**Clock routing**

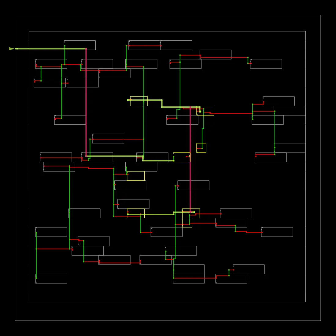
**Cells by drive strength**

Drawn at 4 px/µm.
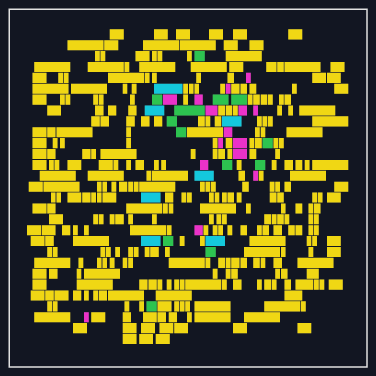
`src/rtl/pulse_pair_sequencer_pkg.sv`:
```
// Shared types and constants for the pulse pair sequencer.
// Defines the default count width, the sequencer states and the channel encoding.
package pulse_pair_sequencer_pkg;

    localparam int unsigned DEFAULT_WIDTH = 7;

    typedef enum logic [2:0] {
        ST_IDLE   = 3'd0,
        ST_LOAD_A = 3'd1,
        ST_RUN_A  = 3'd2,
        ST_LOAD_B = 3'd3,
        ST_RUN_B  = 3'd4,
        ST_FINISH = 3'd5
    } state_t;

    localparam logic CH_A = 1'b0;
    localparam logic CH_B = 1'b1;

endpackage

```
`src/rtl/pulse_pair_sequencer_counter.sv`:
```
// Loadable down-counter that saturates at zero.
// One instance is shared by both channels of the sequencer.
module load_down_counter #(
    parameter int unsigned WIDTH = 7
) (
    input  logic             counter_clk,
    input  logic             reset,
    input  logic             load,
    input  logic             dec,
    input  logic [WIDTH-1:0] load_val,
    output logic [WIDTH-1:0] count,
    output logic             zero_c
);

    // Load wins over decrement; decrement holds once the count reaches zero.
    always_ff @(posedge counter_clk or posedge reset) begin
        if (reset) begin
            count <= '0;
        end else if (load) begin
            count <= load_val;
        end else if (dec && (count != '0)) begin
            count <= count - WIDTH'(1);
        end
    end

    assign zero_c = (count == '0);

endmodule

```
`src/rtl/pulse_pair_sequencer.sv`:
```
// Runs the shared down-counter/comparator through channel A then channel B per run,
// turning comparator matches into per-channel hit pulses.
module pulse_pair_sequencer
    import pulse_pair_sequencer_pkg::*;
#(
    parameter int unsigned WIDTH = DEFAULT_WIDTH
) (
    input  logic             counter_clk,
    input  logic             reset,
    input  logic             start,
    input  logic             abort,
    input  logic             repeat_en,
    input  logic [WIDTH-1:0] a_val,
    input  logic [WIDTH-1:0] b_val,
    input  logic [WIDTH-1:0] thresh,
    input  logic             comp,
    output logic [WIDTH-1:0] cmp_x,
    output logic [WIDTH-1:0] cmp_y,
    output logic [WIDTH-1:0] cmp_nz,
    output logic             cmp_en,
    output logic             chan,
    output logic             hit_a,
    output logic             hit_b,
    output logic             busy,
    output logic             done
);

    state_t           state;
    logic [WIDTH-1:0] a_lat;
    logic [WIDTH-1:0] b_lat;

    logic             cnt_load_c;
    logic             cnt_dec_c;
    logic             cnt_zero_c;
    logic [WIDTH-1:0] cnt_val_c;
    logic             b_exit_c;

    // Counter control and end-of-B detection, decoded from the current state.
    always_comb begin
        cnt_load_c = 1'b0;
        cnt_dec_c  = 1'b0;
        cnt_val_c  = a_lat;
        b_exit_c   = 1'b0;
        case (state)
            ST_LOAD_A: cnt_load_c = 1'b1;
            ST_RUN_A:  cnt_dec_c  = 1'b1;
            ST_LOAD_B: begin
                cnt_load_c = 1'b1;
                cnt_val_c  = b_lat;
                b_exit_c   = (b_lat == '0);
            end
            ST_RUN_B: begin
                cnt_dec_c = 1'b1;
                b_exit_c  = cnt_zero_c;
            end
            default: ;
        endcase
        if (abort) begin
            cnt_load_c = 1'b0;
            cnt_dec_c  = 1'b0;
        end
    end

    load_down_counter #(
        .WIDTH (WIDTH)
    ) u_counter (
        .counter_clk (counter_clk),
        .reset       (reset),
        .load        (cnt_load_c),
        .dec         (cnt_dec_c),
        .load_val    (cnt_val_c),
        .count       (cmp_x),
        .zero_c      (cnt_zero_c)
    );

    // Sequencer FSM; every output is registered alongside the state it belongs to.
    always_ff @(posedge counter_clk or posedge reset) begin
        if (reset) begin
            state  <= ST_IDLE;
            a_lat  <= '0;
            b_lat  <= '0;
            cmp_y  <= '0;
            cmp_nz <= '0;
            cmp_en <= 1'b0;
            chan   <= CH_A;
            hit_a  <= 1'b0;
            hit_b  <= 1'b0;
            busy   <= 1'b0;
            done   <= 1'b0;
        end else begin
            hit_a <= cmp_en & comp & (chan == CH_A);
            hit_b <= cmp_en & comp & (chan == CH_B);
            done  <= 1'b0;
            if (abort) begin
                state  <= ST_IDLE;
                cmp_en <= 1'b0;
                busy   <= 1'b0;
                hit_a  <= 1'b0;
                hit_b  <= 1'b0;
            end else begin
                case (state)
                    ST_IDLE: begin
                        if (start) begin
                            a_lat  <= a_val;
                            b_lat  <= b_val;
                            cmp_y  <= thresh;
                            cmp_nz <= a_val;
                            chan   <= CH_A;
                            busy   <= 1'b1;
                            state  <= ST_LOAD_A;
                        end
                    end
                    ST_LOAD_A: begin
                        if (a_lat == '0) begin
                            chan   <= CH_B;
                            cmp_nz <= b_lat;
                            state  <= ST_LOAD_B;
                        end else begin
                            cmp_en <= 1'b1;
                            state  <= ST_RUN_A;
                        end
                    end
                    ST_RUN_A: begin
                        // The zero count is presented for one cycle before leaving.
                        if (cnt_zero_c) begin
                            cmp_en <= 1'b0;
                            chan   <= CH_B;
                            cmp_nz <= b_lat;
                            state  <= ST_LOAD_B;
                        end
                    end
                    ST_LOAD_B, ST_RUN_B: begin
                        if (b_exit_c) begin
                            cmp_en <= 1'b0;
                            if (repeat_en) begin
                                a_lat  <= a_val;
                                b_lat  <= b_val;
                                cmp_y  <= thresh;
                                cmp_nz <= a_val;
                                chan   <= CH_A;
                                state  <= ST_LOAD_A;
                            end else begin
                                done  <= 1'b1;
                                state <= ST_FINISH;
                            end
                        end else if (state == ST_LOAD_B) begin
                            cmp_en <= 1'b1;
                            state  <= ST_RUN_B;
                        end
                    end
                    ST_FINISH: begin
                        busy  <= 1'b0;
                        state <= ST_IDLE;
                    end
                    default: begin
                        cmp_en <= 1'b0;
                        busy   <= 1'b0;
                        state  <= ST_IDLE;
                    end
                endcase
            end
        end
    end

endmodule
```
`config.mk`:
```
export PLATFORM = sky130hd
export DESIGN_NAME = pulse_pair_sequencer
export DESIGN_NICKNAME = d
export VERILOG_FILES = /design/src/rtl/pulse_pair_sequencer_pkg.sv /design/src/rtl/pulse_pair_sequencer_counter.sv /design/src/rtl/pulse_pair_sequencer.sv
export SDC_FILE = /design/constraint.sdc
export NUM_CORES = 1
export LEC_CHECK = 0
export ABC_AREA = 1
export CELL_PAD_IN_SITES_DETAIL_PLACEMENT = 0
export CELL_PAD_IN_SITES_GLOBAL_PLACEMENT = 1
export CORE_MARGIN = 4
export CORE_UTILIZATION = 36
export CTS_CLUSTER_DIAMETER = 50
export CTS_CLUSTER_SIZE = 30
export DETAILED_ROUTE_END_ITERATION = 10
export PLACE_DENSITY_LB_ADDON = 0.15
export SLEW_MARGIN = 20
export SYNTH_ARGS = -nofsm -noshare
export SYNTH_HDL_FRONTEND = slang
export SYNTH_SLANG_ARGS = --single-unit
export TNS_END_PERCENT = 100
```
`constraint.sdc`:
```
create_clock -name counter_clk -period 2.2 [get_ports counter_clk]
set_input_delay 0.44 -clock counter_clk [delete_from_list [all_inputs] [get_ports counter_clk]]
set_output_delay 0.44 -clock counter_clk [all_outputs]
set_load 0.01 [all_outputs]
```
==> qor.txt <==
DR WL/cell: 14.1 µm
Type of the worst setup path: flip-flop to flip-flop
TritonCTS clock tree: built
Met2 usage: 0.279
Area of the mapped netlist: 2360 µm²
Register share after synthesis: 0.466
Worst Setup Start Kind: flip-flop
Ys flop type: dfrtp_1
Status: finished clean
I/O pin count: 54
Routed Antenna Nets: 0
Top cells, area: dfrtp_1, nand2_1, nand4_1
Data arrival, critical path: 2050 ps
Net Sw Frac: 0.442
FP Util: 0.372
Clock skew: 12.4 ps
Slowest-stage cell, CP: dfrtp_1
Setup violators final: 0
Most used cell, CP: nand2_1
Most frequent cells in the layout: nand2_1, clkdlybuf4s50_1, dfrtp_1
Warnings from Yosys: 0
Pins Over Slew Limit: 0
Worst slew margin: 0.716
-- 'clock routing' (at the start) --
clock group power: 0.562 mW
Latency at later pin: 310 ps
CTS sink cnt: 44

-- 'cells by drive strength' (at the start) --
drive 3 to 4 -> green  # cells 13, share 3.6%, most used buf_4
drive 1 or less -> yellow  # cells 331, share 90%, most used nand2_1
drive 6 and up -> cyan  # cells 7, share 1.9%, most used clkbuf_8
drive 2 -> magenta  # cells 15, share 4.1%, most used inv_2
fin area: 3090 µm²
Syn-to-layout area delta: 30.5%
Worst Slack Setup Final: 350 ps
Non-CTS buffers: 62

[stage by stage]
step                      power, mW  cell area (µm²)
after floorplan                2.87             2360
after global placement         3.71             2990
after detailed placement       3.71             2990
after CTS                      4.29             3090
after global routing           4.64             3090
final                          4.24             3090
[cell type report]
class                           count  area (µm²)  share of cell area
Clock buffer                        6        82.6              0.0268
Clock inverter                      2        15.0             0.00486
Inverter                           19        71.3              0.0231
Multi-Input combinational cell    233        1110               0.360
Sequential cell                    44        1100               0.357
Tap cell                           77        96.3              0.0312
Timing Repair Buffer               62         611               0.198
[power groups by stage]
| stage | Sequential, mW | Combinational (mW) | Clock (mW) |
|---|---|---|---|
| 2_1_floorplan | 1.50 | 1.37 | 0 |
| 5_1_grt | 1.52 | 2.52 | 0.602 |
| 3_3_place_gp | 1.48 | 2.22 | 0 |
| 6_report | 1.47 | 2.21 | 0.562 |
| 3_5_place_dp | 1.48 | 2.23 | 0 |
| 4_1_cts | 1.47 | 2.25 | 0.570 |
[cell families (layout without fill, tap and decap cells)]
kind of cell,after synthesis,count (layout),share of synthesized area
buffers and inverters,32,89,0.0651
flip-flops,44,44,0.466
AND/OR/NAND/NOR,198,198,0.381
adder cells (fa/ha/maj),2,2,0.0106
XOR/XNOR,1,1,0.00370
AND-OR/OR-AND,32,32,0.0735
[per-layer routing]
| layer | part of all wire | routed length, µm |
|---|---|---|
| met3 | 0.051 | 315 |
| met2 | 0.45 | 2800 |
| met1 | 0.49 | 3060 |
| met5 | 0 | 0 |
| met4 | 0.0098 | 61 |
[worst reg2reg max path, delay by kind of cell, from the launching register on]
family	cells	cell delay, ps
adders and majority gates	1	170
DFF	1	410
and+or+nand+nor	7	1050
buffers and inverters	1	130
Power is estimated from default activity; no workload was simulated.
